[src/rtl/y86_pkg.sv]
// Shared Y86-64 pipeline definitions: status codes, icodes, register ids and
// the decode-to-execute record with its bubble (NOP) constant.
package y86_pkg;

  localparam int Y86_WORD_W = 64;

  localparam logic [2:0] SAOK = 3'd1;
  localparam logic [2:0] SHLT = 3'd2;
  localparam logic [2:0] SADR = 3'd3;
  localparam logic [2:0] SINS = 3'd4;

  localparam logic [3:0] IHALT   = 4'h0;
  localparam logic [3:0] INOP    = 4'h1;
  localparam logic [3:0] IRRMOVQ = 4'h2;
  localparam logic [3:0] IIRMOVQ = 4'h3;
  localparam logic [3:0] IRMMOVQ = 4'h4;
  localparam logic [3:0] IMRMOVQ = 4'h5;
  localparam logic [3:0] IOPQ    = 4'h6;
  localparam logic [3:0] IJXX    = 4'h7;
  localparam logic [3:0] ICALL   = 4'h8;
  localparam logic [3:0] IRET    = 4'h9;
  localparam logic [3:0] IPUSHQ  = 4'hA;
  localparam logic [3:0] IPOPQ   = 4'hB;

  localparam logic [3:0] RNONE = 4'hF;

  // Narrow control part of the record; width-independent so any WORD_W reuses it.
  typedef struct packed {
    logic [2:0] stat;
    logic [3:0] icode;
    logic [3:0] ifun;
    logic [3:0] rA;
    logic [3:0] rB;
  } exe_hdr_t;

  localparam exe_hdr_t EXE_HDR_BUBBLE = '{
    stat:  SAOK,
    icode: INOP,
    ifun:  4'h0,
    rA:    RNONE,
    rB:    RNONE
  };

  typedef struct packed {
    exe_hdr_t                hdr;
    logic [Y86_WORD_W-1:0]   valA;
    logic [Y86_WORD_W-1:0]   valB;
    logic [Y86_WORD_W-1:0]   valC;
    logic [Y86_WORD_W-1:0]   valP;
  } exe_rec_t;

  localparam exe_rec_t EXE_BUBBLE = '{
    hdr:  EXE_HDR_BUBBLE,
    valA: '0,
    valB: '0,
    valC: '0,
    valP: '0
  };

endpackage

[src/rtl/pipe_event_cnt.sv]
// Event counter with synchronous reset, clear and enable; either saturates at
// all-ones (SATURATE=1) or wraps modulo 2^W (SATURATE=0).
module pipe_event_cnt #(
  parameter int W        = 32,
  parameter bit SATURATE = 1'b0
) (
  input  logic         clk,
  input  logic         rst,
  input  logic         clr,
  input  logic         en,
  output logic [W-1:0] cnt_q
);

  logic [W-1:0] cnt_d;

  always_comb begin
    cnt_d = cnt_q;
    if (clr) begin
      cnt_d = '0;
    end else if (en) begin
      if (SATURATE && (&cnt_q)) begin
        cnt_d = cnt_q;
      end else begin
        cnt_d = cnt_q + W'(1);
      end
    end
  end

  always_ff @(posedge clk) begin
    if (rst) begin
      cnt_q <= '0;
    end else begin
      cnt_q <= cnt_d;
    end
  end

endmodule

[src/rtl/execute_stage_reg.sv]
// Decode-to-execute pipeline register with reset/bubble/stall control, stall
// watchdog and sticky conflict flag. EXECUTE_STAGE_REG_PERF_EN adds perf counters.
module execute_stage_reg
  import y86_pkg::*;
#(
  parameter int WORD_W      = 64,
  parameter int STALL_LIMIT = 16,
  parameter int CNT_W       = 32
) (
  input  logic              clk,
  input  logic              rst,
  input  logic              stall_e,
  input  logic              bubble_e,
  input  logic [2:0]        stat_d,
  input  logic [3:0]        icode_d,
  input  logic [3:0]        ifun_d,
  input  logic [3:0]        rA_d,
  input  logic [3:0]        rB_d,
  input  logic [WORD_W-1:0] valA_d,
  input  logic [WORD_W-1:0] valB_d,
  input  logic [WORD_W-1:0] valC_d,
  input  logic [WORD_W-1:0] valP_d,
  output logic [2:0]        stat_e,
  output logic [3:0]        icode_e,
  output logic [3:0]        ifun_e,
  output logic [3:0]        rA_e,
  output logic [3:0]        rB_e,
  output logic [WORD_W-1:0] valA_e,
  output logic [WORD_W-1:0] valB_e,
  output logic [WORD_W-1:0] valC_e,
  output logic [WORD_W-1:0] valP_e,
  output logic              valid_e,
  output logic              stall_timeout,
  output logic              ctrl_conflict
`ifdef EXECUTE_STAGE_REG_PERF_EN
  ,
  output logic [CNT_W-1:0]  perf_stalls,
  output logic [CNT_W-1:0]  perf_bubbles
`endif
);

  typedef struct packed {
    exe_hdr_t          hdr;
    logic [WORD_W-1:0] valA;
    logic [WORD_W-1:0] valB;
    logic [WORD_W-1:0] valC;
    logic [WORD_W-1:0] valP;
  } rec_t;

  localparam rec_t REC_BUBBLE = '{
    hdr:  EXE_HDR_BUBBLE,
    valA: '0,
    valB: '0,
    valC: '0,
    valP: '0
  };

  // Control priority per edge: rst > bubble_e > stall_e > load.
  // A stall is only "taken" when no bubble and no reset share the edge.
  logic stall_take;
  logic bubble_take;

  assign stall_take  = stall_e && !bubble_e && !rst;
  assign bubble_take = bubble_e && !rst;

  rec_t rec_d, rec_q;
  logic valid_d, valid_q;
  logic conflict_d, conflict_q;
  logic timeout_d, timeout_q;
  logic [CNT_W-1:0] run_q;

  always_comb begin
    rec_d      = rec_q;
    valid_d    = valid_q;
    conflict_d = conflict_q;
    if (rst) begin
      rec_d      = REC_BUBBLE;
      valid_d    = 1'b0;
      conflict_d = 1'b0;
    end else if (bubble_e) begin
      rec_d   = REC_BUBBLE;
      valid_d = 1'b0;
      if (stall_e) begin
        conflict_d = 1'b1;
      end
    end else if (!stall_e) begin
      rec_d.hdr.stat  = stat_d;
      rec_d.hdr.icode = icode_d;
      rec_d.hdr.ifun  = ifun_d;
      rec_d.hdr.rA    = rA_d;
      rec_d.hdr.rB    = rB_d;
      rec_d.valA      = valA_d;
      rec_d.valB      = valB_d;
      rec_d.valC      = valC_d;
      rec_d.valP      = valP_d;
      valid_d         = 1'b1;
    end
  end

  // Stall-run length; cleared by any edge that does not take a stall.
  pipe_event_cnt #(
    .W        (CNT_W),
    .SATURATE (1'b1)
  ) u_stall_run (
    .clk   (clk),
    .rst   (rst),
    .clr   (!stall_take),
    .en    (stall_take),
    .cnt_q (run_q)
  );

  // The counter after this edge is sat(run_q+1) when stalling, so it reaches
  // STALL_LIMIT exactly when run_q is already at STALL_LIMIT-1 or beyond.
  always_comb begin
    timeout_d = 1'b0;
    if (stall_take) begin
      timeout_d = (64'(run_q) >= 64'(STALL_LIMIT - 1));
    end
  end

  always_ff @(posedge clk) begin
    if (rst) begin
      rec_q      <= REC_BUBBLE;
      valid_q    <= 1'b0;
      conflict_q <= 1'b0;
      timeout_q  <= 1'b0;
    end else begin
      rec_q      <= rec_d;
      valid_q    <= valid_d;
      conflict_q <= conflict_d;
      timeout_q  <= timeout_d;
    end
  end

  assign stat_e        = rec_q.hdr.stat;
  assign icode_e       = rec_q.hdr.icode;
  assign ifun_e        = rec_q.hdr.ifun;
  assign rA_e          = rec_q.hdr.rA;
  assign rB_e          = rec_q.hdr.rB;
  assign valA_e        = rec_q.valA;
  assign valB_e        = rec_q.valB;
  assign valC_e        = rec_q.valC;
  assign valP_e        = rec_q.valP;
  assign valid_e       = valid_q;
  assign stall_timeout = timeout_q;
  assign ctrl_conflict = conflict_q;

`ifdef EXECUTE_STAGE_REG_PERF_EN
  pipe_event_cnt #(
    .W        (CNT_W),
    .SATURATE (1'b0)
  ) u_perf_stalls (
    .clk   (clk),
    .rst   (rst),
    .clr   (1'b0),
    .en    (stall_take),
    .cnt_q (perf_stalls)
  );

  pipe_event_cnt #(
    .W        (CNT_W),
    .SATURATE (1'b0)
  ) u_perf_bubbles (
    .clk   (clk),
    .rst   (rst),
    .clr   (1'b0),
    .en    (bubble_take),
    .cnt_q (perf_bubbles)
  );
`else
  logic unused_bubble_take;
  assign unused_bubble_take = bubble_take;
`endif

endmodule
[config.mk]
export PLATFORM = sky130hd
export DESIGN_NAME = execute_stage_reg
export DESIGN_NICKNAME = d
export VERILOG_FILES = /design/src/rtl/y86_pkg.sv /design/src/rtl/pipe_event_cnt.sv /design/src/rtl/execute_stage_reg.sv
export SDC_FILE = /design/constraint.sdc
export NUM_CORES = 1
export LEC_CHECK = 0
export CAP_MARGIN = 20
export CORE_AREA = 2 2 215 217
export DETAILED_ROUTE_END_ITERATION = 12
export DIE_AREA = 0 0 217 219
export SYNTH_ARGS = -nofsm -noshare
export SYNTH_HDL_FRONTEND = slang
export SYNTH_SLANG_ARGS = --single-unit
[constraint.sdc]
create_clock -name clk -period 2.1 [get_ports clk]
set_input_delay 0.42 -clock clk [delete_from_list [all_inputs] [get_ports clk]]
set_output_delay 0.42 -clock clk [all_outputs]
set_load 0.02 [all_outputs]
==> impl_metrics.py <==
# Flow results
metrics = {
    "outcome": {
        "result_of_the_run": "finished clean",
    },
    "clocking": {
        "htree_num_levels": 2,
        "cts_hold_repair.buffers": 0,
        "post_cts_clock_slew_at_the_launch_and_capture_registers_of_the_worst_setup_and_hold_paths_ps": 60,
    },
    "synth": {
        "topCellsByArea": "sky130_fd_sc_hd__dfxtp_1 (54%), sky130_fd_sc_hd__mux2i_1 (25%), sky130_fd_sc_hd__nor2_1 (9.1%)",
        "ys_sh_adder_pct": 0.110,
        "synth.yosys.chip_area_um2": 11400,
        "ys_top_logic_family": "multiplexers",
        "cell_type_with_the_largest_total_area": "sky130_fd_sc_hd__dfxtp_1",
        "netlist_area_um2": 11400,
        "synth_warnings": 0,
        "ys_seq_elements": 310,
        "yosysUniqueCellTypes": 43,
        "synth_xor_xnor_area_share_pct": 0.231,
    },
    "critical_path": {
        "reg2reg_depth": 6,
        "cp.buffers_inverters": 1,
        "critPathMaxStageDelay_ps": 700,
        "path_delay_family": "buffers and inverters",
        "r2r_start": "u_stall_run.cnt_q[25]",
        "start_kind": "flop",
        "startpoint": "valP_e[57]",
        "r2r-end": "u_stall_run.cnt_q[13]",
    },
    "grt": {
        "grt_overflow_total": 0,
        "grt_first_pass_wirelength_um": 57500,
        "total_routing_usage_reported_by_global_routing_pct": 15.4,
        "top_usage_layer": "met2",
        "first_global_vias": 10000,
    },
    "pwr": {
        "power-per-cell-area_nw_per_um2": 729,
        "report.power.total_w": 0.0139,
    },
    "detailed_routing": {
        "ant_nets": 0,
        "first_iter_violations": 338,
    },
    "timing": {
        "period_minus_slack_ps": 2000,
        "worst_slew_margin_rel_pct": 65.3,
        "top_achievable_clock_speed_mhz": 499,
        "worst_clock_skew_ps": 10.0,
        "totalNegativeSetupSlack_ps": 0,
        "hold_viol": 0,
    },
    "layout": {
        "most_frequent_standard_cell_in_the_layout_excluding_fill_and_tap_cells": "sky130_fd_sc_hd__clkdlybuf4s50_1",
        "drive_gt1_share_pct": 6.71,
        "final_cell_mix": "sky130_fd_sc_hd__clkdlybuf4s50_1 (555), sky130_fd_sc_hd__dfxtp_1 (310), sky130_fd_sc_hd__mux2i_1 (282)",
        "design.final.nets": 1955,
    },
    "place": {
        "place_hpwl_um": 29000,
        "buffer_ports.inserted": 556,
        "dp_slack_ps": 109,
    },
    "floorplan": {
        "floorplan.initialDensity_pct": 25.3,
    },
    "worst_hold_path": {
        "hp-class": "in2reg",
    },
}
## layer usage
layer  part of all wire (%)  routed length, µm
met5                      0                  0
met4                    2.4                911
met3                    8.7               3380
met2                     49              19000
met1                     40              15200
## report_power, final
part	switching, W	total (W)	internal [W]
Clock	0.00249	0.00591	0.00342
Sequential	0.0000934	0.00615	0.00606
Combinational	0.000775	0.00184	0.00107
## worst min-delay path by stage
stage	from	endpoint	cells after the start
finish	stall_e	valA_e[60]	3
global route	stall_e	valA_e[11]	3
CTS	stall_e	valA_e[60]	3
detailed placement	valid_e	valid_e	2
global placement	valid_e	valid_e	2
floorplan	u_stall_run.cnt_q[27]	u_stall_run.cnt_q[27]	2
## logic make-up (layout without fill, tap and decap cells)
| family | count (synthesis) | count (layout) |
|---|---|---|
| DFF | 310 | 310 |
| AOI/OAI and AO/OA | 51 | 51 |
| adders and majority gates | 1 | 1 |
| muxes | 282 | 282 |
| xor gates and xnor gates | 3 | 3 |
| buffers and inverters | 79 | 670 |
| other | 0 | 2 |
| and+or+nand+nor | 381 | 382 |
## Yosys cell counts (all sizes together)
cell      n
dfxtp   310
mux2i   282
nor2    276
buf      37
clkbuf   34
nand2    30
a21oi    22
nand3    15
nor4     13
o21ai    12
or3      12
nand4    10
inv       8
o31ai     6
and4      5
nand2b    5
and3      4
nor3      4
or4       4
xnor2     3
o311ai    2
o41ai     2
or2       2
a2111o    1
a211o     1
a211oi    1
a21o      1
a311oi    1
a31o      1
a31oi     1
and2      1
ha        1
## state kept, by name (all words and copies together) (netlist names)
signal	count
valid_e	1
valA_e	64
rA_e	4
stall_timeout	1
ifun_e	4
valC_e	64
rB_e	4
ctrl_conflict	1
valB_e	64
stat_e	3
icode_e	4
u_stall_run.cnt_q	32
valP_e	64
## per-stage QoR
stage / instance area, µm² / util, % / std cells
CTS: 19000 / 42.2 / 2298
finish: 19100 / 42.3 / 2301
detailed placement: 17900 / 39.8 / 2236
floorplan: 11400 / - / 1107
global placement: 17900 / 39.8 / 2236
global route: 19100 / 42.3 / 2299
## cell type report
type | instances | area (µm²)
tap | 600 | 751
clock buffer | 53 | 1030
multi-input combinational | 719 | 4890
clock inverter | 9 | 66.3
timing repair buffer | 600 | 6080
antenna | 2 | 5.00
sequential | 310 | 6210
inverter | 8 | 30.0
fill | 4377 | 26000
placement.png
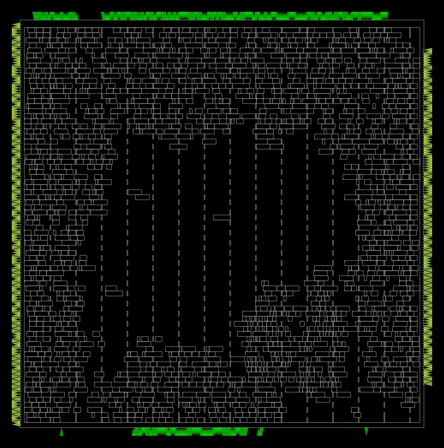
FP Rows: 78
final core area utilization: 42.3%
Filler cells: 4377
tap cells: 600

layer_met3.png
Scale bar: 50 µm.
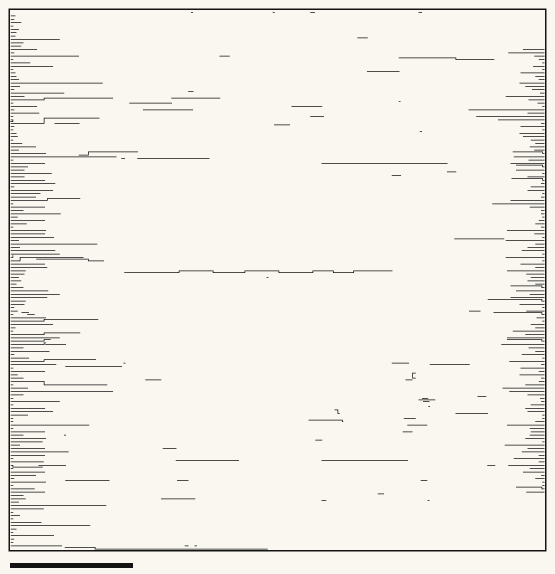
share of all routed wire: 8.8%
main direction: horizontal
wire length on this layer: 3380 µm
longest straight run: 69.9 µm
nets with wire on the layer: 320
Via Count: 10000
met3 Use GR: 5.57%
final wirelength: 38600 µm

No activity file was given, so power comes from the tool's default toggle rates.
